==> config.mk <==
export PLATFORM = sky130hd
export DESIGN_NAME = std_mem_d1_arbiter_flat
export DESIGN_NICKNAME = d
export VERILOG_FILES = /design/src/rtl/std_mem_d1_arbiter_if.sv /design/src/rtl/std_mem_d1_arbiter.sv /design/src/flat_wrapper.sv
export SDC_FILE = /design/constraint.sdc
export NUM_CORES = 1
export LEC_CHECK = 0
export ABC_AREA = 1
export CORE_AREA = 2 2 98 100
export CTS_CLUSTER_SIZE = 20
export DETAILED_ROUTE_END_ITERATION = 6
export DIE_AREA = 0 0 100 102
export MAX_ROUTING_LAYER = met4
export PLACE_DENSITY_LB_ADDON = 0.25
export SLEW_MARGIN = 15
export SYNTH_ARGS = -nofsm -noshare
export SYNTH_HDL_FRONTEND = slang
export SYNTH_SLANG_ARGS = --single-unit
==> constraint.sdc <==
create_clock -name clk -period 2.2 [get_ports clk]
set_clock_uncertainty 0.05 [all_clocks]
set_input_delay 0.66 -clock clk [delete_from_list [all_inputs] [get_ports clk]]
set_output_delay 0.66 -clock clk [all_outputs]
set_load 0.005 [all_outputs]
==> src/rtl/std_mem_d1_arbiter_if.sv <==
// Bundle of requester-side and memory-side signals for the std_mem_d1 arbiter.
interface std_mem_d1_arbiter_if #(
  parameter int NUM_REQ  = 2,
  parameter int WIDTH    = 32,
  parameter int IDX_SIZE = 4
);
  localparam int GNT_W = (NUM_REQ > 1) ? $clog2(NUM_REQ) : 1;

  // requester side
  logic [NUM_REQ-1:0]          req_go;
  logic [NUM_REQ*IDX_SIZE-1:0] req_addr0;
  logic [NUM_REQ*WIDTH-1:0]    req_write_data;
  logic [NUM_REQ-1:0]          req_write_en;
  logic [NUM_REQ-1:0]          req_done;
  logic [WIDTH-1:0]            req_read_data;

  // memory side
  logic [IDX_SIZE-1:0]         mem_addr0;
  logic [WIDTH-1:0]            mem_write_data;
  logic                        mem_write_en;
  logic                        mem_clk;
  logic [WIDTH-1:0]            mem_read_data;
  logic                        mem_done;

  // status
  logic                        busy;
  logic [GNT_W-1:0]            grant_id;

  // arbiter view
  modport slave (
    input  req_go, req_addr0, req_write_data, req_write_en, mem_read_data, mem_done,
    output req_done, req_read_data, mem_addr0, mem_write_data, mem_write_en, mem_clk,
           busy, grant_id
  );

  // environment view (requesters plus memory)
  modport master (
    output req_go, req_addr0, req_write_data, req_write_en, mem_read_data, mem_done,
    input  req_done, req_read_data, mem_addr0, mem_write_data, mem_write_en, mem_clk,
           busy, grant_id
  );
endinterface

==> src/rtl/std_mem_d1_arbiter.sv <==
// Round-robin arbiter sharing one std_mem_d1 port among NUM_REQ go/done requesters.
module std_mem_d1_arbiter #(
  parameter int NUM_REQ  = 2,
  parameter int WIDTH    = 32,
  parameter int IDX_SIZE = 4
) (
  input  logic                 clk,
  input  logic                 reset,
  std_mem_d1_arbiter_if.slave  bus
);
  localparam int GNT_W = (NUM_REQ > 1) ? $clog2(NUM_REQ) : 1;

  typedef enum logic [1:0] {IDLE, ISSUE, WAIT, RESP} state_t;

  state_t              r_state;
  state_t              w_next;
  logic [GNT_W-1:0]    r_grant;
  logic [GNT_W-1:0]    r_rr_ptr;
  logic [IDX_SIZE-1:0] r_addr;
  logic [WIDTH-1:0]    r_wdata;
  logic                r_we;
  logic [WIDTH-1:0]    r_rdata;

  logic                w_any;
  logic [GNT_W-1:0]    w_sel;
  int unsigned         w_idx;
  logic [NUM_REQ-1:0]  w_go_sh;
  logic [NUM_REQ-1:0]  w_we_sh;
  logic [IDX_SIZE-1:0] w_sel_addr;
  logic [WIDTH-1:0]    w_sel_wdata;
  logic                w_sel_we;

  assign bus.mem_clk = clk;

  // Pick the first requester with go high, scanning upward from rr_ptr with wrap.
  // Shifts stand in for variable indexing so index widths stay exact.
  always_comb begin
    w_any   = 1'b0;
    w_sel   = '0;
    w_idx   = 0;
    w_go_sh = '0;
    for (int unsigned i = 0; i < NUM_REQ; i++) begin
      w_idx   = (32'(r_rr_ptr) + i) % NUM_REQ;
      w_go_sh = bus.req_go >> w_idx;
      if (!w_any && w_go_sh[0]) begin
        w_any = 1'b1;
        w_sel = w_idx[GNT_W-1:0];
      end
    end
    w_we_sh     = bus.req_write_en >> w_sel;
    w_sel_we    = w_we_sh[0];
    w_sel_addr  = IDX_SIZE'(bus.req_addr0 >> (32'(w_sel) * IDX_SIZE));
    w_sel_wdata = WIDTH'(bus.req_write_data >> (32'(w_sel) * WIDTH));
  end

  // State register.
  always_ff @(posedge clk or negedge reset) begin
    if (!reset) r_state <= IDLE;
    else        r_state <= w_next;
  end

  // Next-state logic.
  always_comb begin
    w_next = r_state;
    unique case (r_state)
      IDLE:  if (w_any) w_next = ISSUE;
      ISSUE: w_next = r_we ? WAIT : RESP;
      WAIT:  if (bus.mem_done) w_next = RESP;
      RESP:  w_next = IDLE;
      default: w_next = IDLE;
    endcase
  end

  // Request latch, read-data capture and round-robin pointer update.
  always_ff @(posedge clk or negedge reset) begin
    if (!reset) begin
      r_grant  <= '0;
      r_rr_ptr <= '0;
      r_addr   <= '0;
      r_wdata  <= '0;
      r_we     <= 1'b0;
      r_rdata  <= '0;
    end else begin
      if (r_state == IDLE && w_any) begin
        r_grant <= w_sel;
        r_addr  <= w_sel_addr;
        r_wdata <= w_sel_wdata;
        r_we    <= w_sel_we;
      end
      if (r_state == ISSUE && !r_we) r_rdata <= bus.mem_read_data;
      if (r_state == RESP)
        r_rr_ptr <= (r_grant == GNT_W'(NUM_REQ - 1)) ? '0 : r_grant + 1'b1;
    end
  end

  // Outputs decoded from state so reset clears strobes without a clock.
  always_comb begin
    bus.mem_addr0      = r_addr;
    bus.mem_write_data = r_wdata;
    bus.mem_write_en   = (r_state == ISSUE) && r_we;
    bus.req_done       = (r_state == RESP) ? (NUM_REQ'(1) << r_grant) : '0;
    bus.req_read_data  = r_rdata;
    bus.busy           = (r_state != IDLE);
    bus.grant_id       = r_grant;
  end
endmodule

==> src/flat_wrapper.sv <==
// flat-port wrapper written by rule: the top's interface ports become plain ports
module std_mem_d1_arbiter_flat 
#(
  parameter int NUM_REQ  = 2,
  parameter int WIDTH    = 32,
  parameter int IDX_SIZE = 4
)
  (clk, reset, bus_req_go, bus_req_addr0, bus_req_write_data, bus_req_write_en, bus_mem_read_data, bus_mem_done, bus_req_done, bus_req_read_data, bus_mem_addr0, bus_mem_write_data, bus_mem_write_en, bus_mem_clk, bus_busy, bus_grant_id);
  std_mem_d1_arbiter_if #(.NUM_REQ(NUM_REQ), .WIDTH(WIDTH), .IDX_SIZE(IDX_SIZE)) bus_i ();
  input  logic clk;
  input  logic reset;
  input wire logic [$bits(bus_i.req_go)-1:0] bus_req_go;
  input wire logic [$bits(bus_i.req_addr0)-1:0] bus_req_addr0;
  input wire logic [$bits(bus_i.req_write_data)-1:0] bus_req_write_data;
  input wire logic [$bits(bus_i.req_write_en)-1:0] bus_req_write_en;
  input wire logic [$bits(bus_i.mem_read_data)-1:0] bus_mem_read_data;
  input wire logic [$bits(bus_i.mem_done)-1:0] bus_mem_done;
  output wire logic [$bits(bus_i.req_done)-1:0] bus_req_done;
  output wire logic [$bits(bus_i.req_read_data)-1:0] bus_req_read_data;
  output wire logic [$bits(bus_i.mem_addr0)-1:0] bus_mem_addr0;
  output wire logic [$bits(bus_i.mem_write_data)-1:0] bus_mem_write_data;
  output wire logic [$bits(bus_i.mem_write_en)-1:0] bus_mem_write_en;
  output wire logic [$bits(bus_i.mem_clk)-1:0] bus_mem_clk;
  output wire logic [$bits(bus_i.busy)-1:0] bus_busy;
  output wire logic [$bits(bus_i.grant_id)-1:0] bus_grant_id;
  assign bus_i.req_go = bus_req_go;
  assign bus_i.req_addr0 = bus_req_addr0;
  assign bus_i.req_write_data = bus_req_write_data;
  assign bus_i.req_write_en = bus_req_write_en;
  assign bus_i.mem_read_data = bus_mem_read_data;
  assign bus_i.mem_done = bus_mem_done;
  assign bus_req_done = bus_i.req_done;
  assign bus_req_read_data = bus_i.req_read_data;
  assign bus_mem_addr0 = bus_i.mem_addr0;
  assign bus_mem_write_data = bus_i.mem_write_data;
  assign bus_mem_write_en = bus_i.mem_write_en;
  assign bus_mem_clk = bus_i.mem_clk;
  assign bus_busy = bus_i.busy;
  assign bus_grant_id = bus_i.grant_id;
  std_mem_d1_arbiter #(.NUM_REQ(NUM_REQ), .WIDTH(WIDTH), .IDX_SIZE(IDX_SIZE)) u_core (.clk(clk), .reset(reset), .bus(bus_i));
endmodule
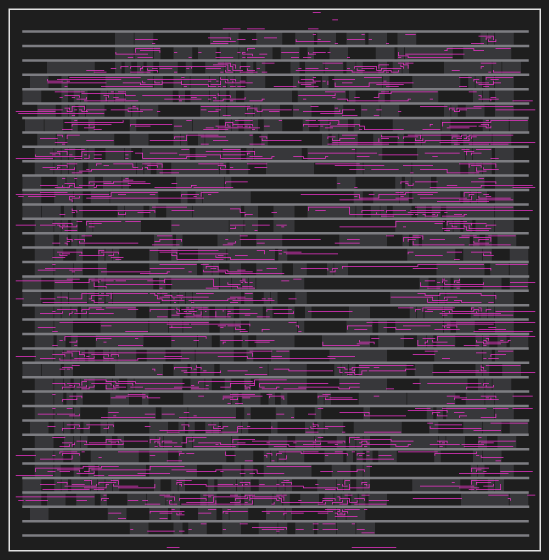
(the metal 1 layer)
Supply wires on this layer in grey.
longest straight run: 32.2 um
wire length on this layer: 4350 um
Routed Wire Length: 10.4 mm
M1 GR Usage: 25.5%

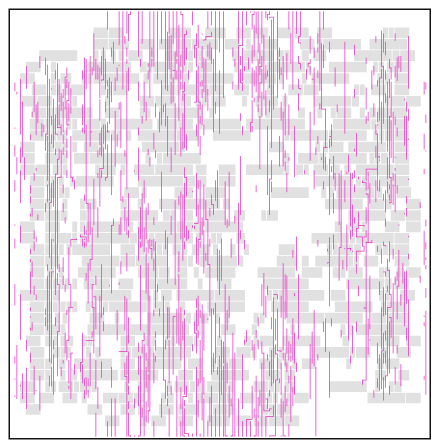
(signal wires on met2)
nets with wire on the layer: 585
longest straight run: 36.0 um
share of all routed wire: 48%
wire length on this layer: 5000 um

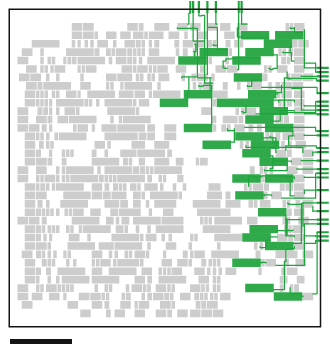
(I/O nets highlighted)
Bar = 20 um.
[green] bus_req_read_data | bits: 32 | direction: output | edge: 25 right, 7 top | end cells: 32 | wire: 766 um

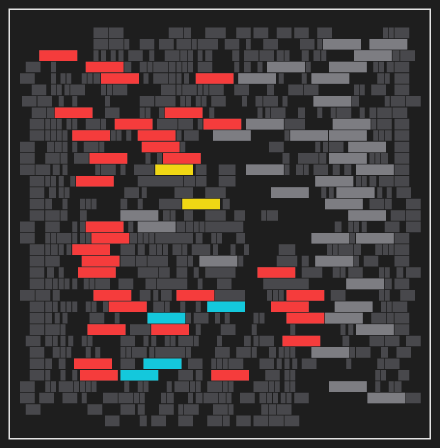
(register map, names as in the netlist)
Other sequential cells in the stronger grey, the rest of the logic in the fainter grey.
[red] u_core.bus.mem_write_data | sequential cells: 32
[cyan] u_core.bus.mem_addr0 | sequential cells: 4
[yellow] u_core.r_state | sequential cells: 2

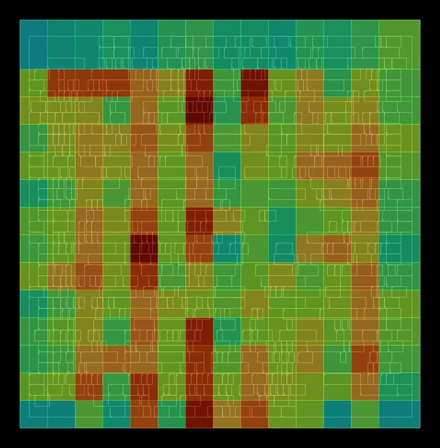
(track usage over the die)
GRT Total Usage: 21.4%
Finished Core Util: 63.2%
mean routed wirelength per cell: 13.6 um
met2 Use GR: 34.7%

==> power by group <==
part	switching [uW]	leakage (uW)	internal, uW
Clock	508	0.000141	824
Sequential	359	0.000903	2000
Combinational	1660	0.00184	1890
Total	2520	0.00289	4710
==> cells in the final DEF (no fill, tap or decap) <==
cell             synthesis  routed
a21oi_1                  2       2
inv_2                    3       4
ha_2                     0       1
bufinv_16                0       2
nand3b_1                 1       1
o21ai_1                  2       2
inv_1                    7       4
buf_12                   0       4
nor2_2                   1       1
buf_6                    0       3
clkbuf_8                 0      14
clkinvlp_4               0       1
clkdlybuf4s50_1          0     178
nor2_1                   3       3
inv_4                    0       2
clkinv_2                 0       2
buf_2                   13       1
ha_4                     0       2
ha_1                     5       2
dfrtp_1                 73      73
buf_4                    9      12
nor3_1                   1       1
o21ai_0                  1       1
nand3_1                 70      70
clkdlybuf4s15_1          0       1
clkbuf_2                 0       2
nand2_1                259     258
nand2_2                  0       1
==> layout make-up <==
| cell class | count | area share (%) |
|---|---|---|
| timing repair buffer | 200 | 34.8 |
| clock inverter | 5 | 1.35 |
| clock buffer | 15 | 3.43 |
| multi-input combinational | 345 | 25.5 |
| tap | 111 | 2.41 |
| sequential | 73 | 31.7 |
| inverter | 10 | 0.739 |
==> state kept, by name, indices dropped and copies added, names as in the netlist <==
register / flops
u_core.r_rr_ptr: 1
u_core.r_we: 1
u_core.bus.mem_addr0: 4
u_core.bus.mem_write_data: 32
u_core.r_state: 2
u_core.bus.grant_id: 1
u_core.bus.req_read_data: 32
==> cells by family after synthesis <==
kind of cell             Yosys count  synth area share, %
adder cells (fa/ha/maj)            5                 1.80
buffers and inverters             41                 5.88
AND/OR/NAND/NOR                  335                 39.0
flip-flops                        73                 52.6
AND-OR/OR-AND                      5                0.721
==> how the worst max path moves through the flow <==
stage,startpoint,endpoint,slack [ns],cells past startpoint
floorplan,clk,bus_mem_clk,0.28,1
global placement,clk,bus_mem_clk,-0.02,1
detailed placement,clk,bus_mem_clk,-0.02,1
CTS,u_core.r_state[0],bus_req_done[0],0.005,4
global route,u_core.r_state[0],bus_mem_write_en,-0.005,6
finish,clk,bus_mem_clk,0.05,3
==> critical path, delay by kind of cell <==
family | cells | cell delay (ns)
buffers and inverters | 3 | 0.34
==> per-layer routing <==
metal / track usage, % / vias to the layer above
met5: - / -
met3: 6.50 / 16
met1: 25.5 / 1649
li1: - / 1794
met4: 7.69 / 0
met2: 34.7 / 145
==> metrics by stage <==
stage	cell area (um^2)	hold slack, ns	util, %
CTS	5750	0.144	63.1
global placement	5430	0.403	59.6
global route	5760	0.163	63.2
detailed placement	5430	0.407	59.6
floorplan	3470	0.314	-
finish	5760	0.149	63.2
==> timing repair <==
action | 4_1_cts | 5_1_grt
hold endpoints to repair | 0 | 0
pin swaps | 0 | 2
setup endpoints to repair | 5 | 4
setup buffers | 4 | 0
resized | 21 | 9
cloned | 0 | 0
==> job_summary.md <==
## Synthesis and layout report

| Metric | Value |
|---|---|
| Outcome | completed |
| R2r worst-path depth | 8 |
| Clock transition at path regs | 0.08 ns |
| Class of the worst hold path | in -> async |
| Seq/Total Area, Yosys | 52.6% |
| Flip-flop and latch area | 0.00183 mm^2 |
| Req. time, crit path | 1.49 ns |
| Dpl hpwl | 7.60 mm |
| F_max | 469 MHz |
| Post-synth top cells | nand2_1, dfrtp_1, nand3_1, buf_2, buf_4 |
| Final Wtd Congestion | 0.795 |
| Post-synth area hogs | dfrtp_1, nand2_1, nand3_1 |
| Yosys Instances | 459 |
| Area grow syn2layout | 65.9% |
| Cell Pwr Density | 1260 mW/mm^2 |
| # DRC | 0 |
| Area share, top type | 52.6% |
| First-pass GRT wire length | 16.7 mm |
| Pwr Total | 7230 uW |
| Mapped Cells | 459 |
| Top sig layer | met4 |
| Reg2reg setup slack | 0.42 ns |
| Ys flops | 73 |
| Log Warnings | 32 |
| Insertion Delay late pin | 0.43 ns |
| Synth Net Count | 575 |
| CTS Hold Bufs | 0 |
| DP Cell Count | 736 |
| Vias in the first global route | 3567 |
| Tcrit/Tclk final | 97.6% |
| Layout cells sized above 1 | 8.02% |
| WL met1 | 4.35 mm |
| Core Density at Floorplan | 38.1% |
| Count leader, synth | nand2_1 |
| Post-Syn Area | 0.00347 mm^2 |
| Slowest cell delay on critical path | 0.12 ns |
| Standard-cell rows | 35 |
| Max-capacitance violation count | 0 |
| CTS tree | built |
| Final setup fails | 0 |
| Worst r2r src | u_core.r_state[1] |
| Final Max Slew Viols | 0 |
| Routed met2 length | 5.00 mm |
| Most used flip-flop cell | dfrtp_1 |
| Data arrival, critical path | 1.44 ns |
| RSZ-0062 raised after global routing | yes |
| Fill count | 813 |
| Unique cell types | 17 |
| Gate Area | 0.00147 mm^2 |
| Share of flip-flops with an asynchronous set or reset | 100% |
| Post-synthesis area per instance | 7.56 um^2 |
| Setup WS pre-CTS | -0.0236 ns |
| Routed vias/inst | 4.75 |
| Initial antenna violation count | 0 |
| Setup ws final | 0.0539 ns |
| EDFF count, synth | 0 |
| Critical Path Fanout Max | 2 |
| RR Endpoint | u_core.bus.req_read_data[5] |
| Final Hold Viols | 0 |
| Top cell by count, worst path | clkbuf_8 |
| Nets@finish | 759 |
| Die W | 100 um |
| Setup TNS Final | 0 ns |
| Worst VDD drop | 0.000499 V |
| DR pass1 iterations | 5 |
| # IOs | 185 |
| Critical path class | clk -> out |
| Synth warnings | 0 |
| Worst-margin pin slew | 0.565 ns |
| Die Y | 102 um |
| Crit path launch type | clock port |
| IO buf count | 184 |
| Number of diodes | 0 |
| Max-slew headroom | 62.2% |
| LEAKAGE | 0.00289 uW |
| GRT overflow | 0 |
| Worst path cell trace | clkbuf_8 > clkbuf_8 > buf_2 |
| Crit. End Element | primary output |
Power figures rest on the tool's default switching activity, not on a simulated workload.
